--- config.mk ---
export PLATFORM = sky130hd
export DESIGN_NAME = noc_inject_arbiter
export DESIGN_NICKNAME = d
export VERILOG_FILES = /design/src/rtl/noc_inject_arbiter.sv
export SDC_FILE = /design/constraint.sdc
export NUM_CORES = 1
export LEC_CHECK = 0
export ABC_AREA = 1
export CAP_MARGIN = 10
export CORE_MARGIN = 1.5
export CORE_UTILIZATION = 37
export CTS_CLUSTER_SIZE = 40
export DETAILED_ROUTE_END_ITERATION = 8
export GPL_TIMING_DRIVEN = 0
export PLACE_DENSITY_LB_ADDON = 0.15
export SYNTH_ARGS = -nofsm -noshare
export SYNTH_HDL_FRONTEND = slang
export SYNTH_SLANG_ARGS = --single-unit
--- constraint.sdc ---
create_clock -name clk_i -period 2.73 [get_ports clk_i]
set_input_delay 0.819 -clock clk_i [delete_from_list [all_inputs] [get_ports clk_i]]
set_output_delay 0.819 -clock clk_i [all_outputs]
set_load 0.05 [all_outputs]
--- src/rtl/noc_inject_arbiter.sv ---
// noc_inject_arbiter
// Packet-level injection arbiter for one XY-mesh node. Local requesters share the
// router's local input port. One requester is granted at a time in round-robin order.
// The arbiter emits a header flit carrying the destination and length, then forwards
// the payload words. The grant is held until the last payload word is accepted.

module noc_inject_arbiter #(
    parameter int unsigned DATA_WIDTH = 32,
    parameter int unsigned REQ_NUM    = 4,
    parameter int unsigned X_WIDTH    = 2,
    parameter int unsigned Y_WIDTH    = 2,
    parameter int unsigned LEN_WIDTH  = 4
) (
    input  logic                                 clk_i,
    input  logic                                 rst_i,
    input  logic [REQ_NUM-1:0]                   req_valid_i,
    output logic [REQ_NUM-1:0]                   req_ready_o,
    input  logic [REQ_NUM-1:0][DATA_WIDTH-1:0]   req_data_i,
    input  logic [REQ_NUM-1:0][X_WIDTH-1:0]      req_dest_x_i,
    input  logic [REQ_NUM-1:0][Y_WIDTH-1:0]      req_dest_y_i,
    input  logic [REQ_NUM-1:0][LEN_WIDTH-1:0]    req_len_i,
    output logic [DATA_WIDTH-1:0]                data_o,
    output logic                                 valid_o,
    input  logic                                 ready_i,
    output logic [REQ_NUM-1:0]                   grant_o,
    output logic                                 busy_o
);

    localparam int unsigned IDX_WIDTH = (REQ_NUM > 1) ? $clog2(REQ_NUM) : 1;

    typedef logic [IDX_WIDTH-1:0] idx_t;
    typedef logic [LEN_WIDTH-1:0] len_t;

    typedef enum logic [1:0] {
        StIdle,
        StHeader,
        StPayload
    } state_e;

    // Architectural state
    state_e               r_state;
    idx_t                 r_rr_ptr;
    idx_t                 r_grant_idx;
    logic [X_WIDTH-1:0]   r_dest_x;
    logic [Y_WIDTH-1:0]   r_dest_y;
    len_t                 r_len;
    len_t                 r_beat_cnt;

    // Combinational helpers
    state_e               w_state_next;
    logic                 w_arb_found;
    idx_t                 w_arb_idx;
    logic                 w_arb_take;
    logic                 w_xfer;
    logic                 w_last_beat;
    idx_t                 w_ptr_inc;
    logic [DATA_WIDTH-1:0] w_header;

    // Round-robin pick: first valid requester scanning upward from r_rr_ptr with wrap.
    always_comb begin
        int unsigned scan;
        w_arb_found = 1'b0;
        w_arb_idx   = '0;
        scan        = 0;
        for (int unsigned i = 0; i < REQ_NUM; i++) begin
            scan = (32'(r_rr_ptr) + i) % REQ_NUM;
            if (!w_arb_found && req_valid_i[idx_t'(scan)]) begin
                w_arb_found = 1'b1;
                w_arb_idx   = idx_t'(scan);
            end
        end
    end

    // Handshake qualifiers and pointer advance past the current owner.
    always_comb begin
        w_arb_take  = (r_state == StIdle) && w_arb_found;
        w_xfer      = (r_state == StPayload) && req_valid_i[r_grant_idx] && ready_i;
        w_last_beat = w_xfer && (r_beat_cnt == r_len);
        if (r_grant_idx == idx_t'(REQ_NUM - 1)) begin
            w_ptr_inc = '0;
        end else begin
            w_ptr_inc = r_grant_idx + idx_t'(1);
        end
    end

    // Header flit assembled from the latched destination and length fields.
    always_comb begin
        w_header = '0;
        w_header[X_WIDTH-1:0]                                   = r_dest_x;
        w_header[X_WIDTH+Y_WIDTH-1:X_WIDTH]                     = r_dest_y;
        w_header[X_WIDTH+Y_WIDTH+LEN_WIDTH-1:X_WIDTH+Y_WIDTH]   = r_len;
        w_header[DATA_WIDTH-1]                                  = 1'b1;
    end

    // Next-state and local-port outputs; payload paths are muxed straight from owner g.
    always_comb begin
        w_state_next = r_state;
        data_o       = '0;
        valid_o      = 1'b0;
        req_ready_o  = '0;
        case (r_state)
            StIdle: begin
                if (w_arb_found) begin
                    w_state_next = StHeader;
                end
            end
            StHeader: begin
                valid_o = 1'b1;
                data_o  = w_header;
                if (ready_i) begin
                    w_state_next = StPayload;
                end
            end
            StPayload: begin
                data_o                   = req_data_i[r_grant_idx];
                valid_o                  = req_valid_i[r_grant_idx];
                req_ready_o[r_grant_idx] = ready_i;
                if (w_last_beat) begin
                    w_state_next = StIdle;
                end
            end
            default: begin
                w_state_next = StIdle;
            end
        endcase
    end

    // Grant and busy are pure decodes of registered state.
    always_comb begin
        grant_o = '0;
        if (r_state != StIdle) begin
            grant_o[r_grant_idx] = 1'b1;
        end
        busy_o = (r_state != StIdle);
    end

    // State register.
    always_ff @(posedge clk_i) begin
        if (rst_i) begin
            r_state <= StIdle;
        end else begin
            r_state <= w_state_next;
        end
    end

    // Owner capture, beat counting and round-robin pointer update.
    always_ff @(posedge clk_i) begin
        if (rst_i) begin
            r_rr_ptr    <= '0;
            r_grant_idx <= '0;
            r_dest_x    <= '0;
            r_dest_y    <= '0;
            r_len       <= '0;
            r_beat_cnt  <= '0;
        end else begin
            if (w_arb_take) begin
                r_grant_idx <= w_arb_idx;
                r_dest_x    <= req_dest_x_i[w_arb_idx];
                r_dest_y    <= req_dest_y_i[w_arb_idx];
                r_len       <= req_len_i[w_arb_idx];
                r_beat_cnt  <= '0;
            end
            if (w_xfer) begin
                if (w_last_beat) begin
                    // Counter is not advanced on the final beat so len = all-ones never wraps.
                    r_rr_ptr <= w_ptr_inc;
                end else begin
                    r_beat_cnt <= r_beat_cnt + len_t'(1);
                end
            end
        end
    end

endmodule
detail.png
Region (31, 31) to (56, 56) um. Cells in grey, sequential cells in the stronger grey; small squares are vias.
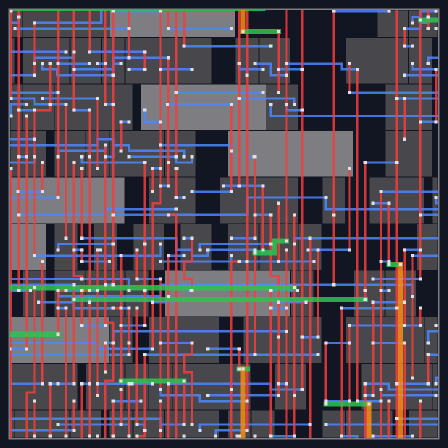
legend:
  orange:
    layer: metal 4
  green:
    layer: metal 3
  blue:
    layer: metal 1
  red:
    layer: metal 2
sequential cells in the window: 6
most frequent: nand2_1 (8), inv_1 (7), a21oi_1 (6)
cells with their middle in the window: 67
netlist names of flops here include: r_beat_cnt (3), r_state (2)

layer_met2.png
Scale: 4 px per um.
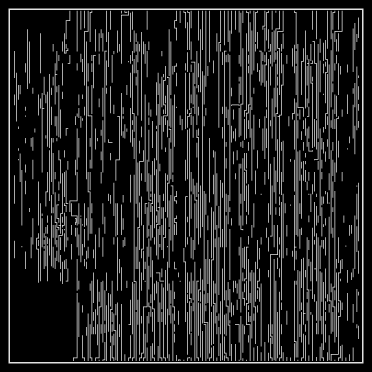
share of all routed wire: 51%
main direction: vertical

==> Table 3: Implementation characteristics <==
Table: implementation figures

Parameter                              Value

Layout
  Proportion of cell area occupied by registers .................. 0.07090
  Sequential Area .................. 362.8 sq um
  Combinational gate count .................. 424
  Post-route cell area .................. 0.005117 sq mm
  Count of fill cells added during filler insertion .................. 613
  Combined area of the multi-input logic cells .................. 0.002151 sq mm
  Diodes inserted .................. 5
  Leading cell category by total area .................. non-clock buffers
  Count of non-CTS buffers in the layout .................. 235
  Non-clock inverter count in the final layout .................. 37
  Layout non-clock buf frac .................. 0.4477

Route
  Met2 WL post-DR .................. 6228 um
  DRC violation total after the first TritonRoute iteration .................. 120
  Detailed route wirelength on metal3 .................. 945 um
  Wirelength per Cell .................. 14.98 um
  Highest metal layer used by the detailed router .................. met4

Power and ir drop
  Clock share of power .................. 0.050
  Combinational power .................. 0.00300 W
  Clock network power .................. 0.000179 W
  Sw Share .................. 0.5788
  Total Power .................. 0.003608 W
  Cell internal pwr .................. 0.001520 W
  Static leakage .................. 2.459 nW
  Fraction of power consumed by combinational cells .................. 0.831
  Worst IR Drop VDD .................. 0.4827 mV

Worst hold path
  Hold path start .................. r_state[1]

Placed design
  # placed instances .................. 810
  Setup slack at placement .................. -0.7460 ns

Clock network
  Num CTS Buffers .................. 3
  PostCTS Resize Cnt .................. 285
  CTS tree .................. yes
  Clk_lat worst skew .................. 0.25 ns
  Number of post-CTS setup repair buffers .................. 0
  Maximum level of the CTS H-tree .................. 1

Setup path
  Crit-path cells .................. clkdlybuf4s50_1 -> o21ai_0 -> o22ai_1 -> nand3_1 -> o21ai_2 -> buf_6
  Maximum net fanout on the critical path .................. 1
  Critical path start-end classification .................. in -> out
  CP Data Arrival Time .................. 1.91 ns
  Worst setup endpoint .................. data_o[7]
  Family with the most delay on the worst path .................. buffers and inverters
  Endpoint kind of the worst setup timing path .................. output pin

Status
  Outcome .................. completed

Synthesis
  Yosys cell count .................. 507
  Async set-or-reset flop fraction in the synthesized netlist .................. 0
  Most frequently used cell type in the post-synthesis netlist .................. sky130_fd_sc_hd__nor2_1
  Commonest cells in the netlist .................. sky130_fd_sc_hd__nor2_1 (124), sky130_fd_sc_hd__nand2_1 (91), sky130_fd_sc_hd__o21ai_0 (76), sky130_fd_sc_hd__a21oi_1 (43), sky130_fd_sc_hd__nand3_1 (37)
  Number of nets produced by synthesis .................. 683
  Area fraction in full adders, half adders and majority gates .................. 0.04213
  Post-Synthesis Cell Area .................. 0.002673 sq mm
  Register area share after synthesis .................. 0.1348

Floorplanning
  Total number of tap cells .................. 96
  Core region area .................. 0.006907 sq mm
  Die outline height .................. 87.99 um
  Fp util .................. 0.3870

STA
  Max Clk Rate .................. 367.0 MHz
  Final hold violations .................. 0
  Final total negative setup slack .................. 0 ns
  Post-Route Hold Slack .................. 0.5607 ns
  Number of setup violations in the final report .................. 0
  Setup clock skew after layout .................. 0.0008651 ns
  Fin worst setup slack .................. 0.005260 ns

Flow run
  Tool Warnings .................. 35
  Count of maximum capacitance violations .................. 0

Global routing
  GR Layer Usage met1 .................. 0.3264
Power figures rest on the tool's default switching activity, not on a simulated workload.
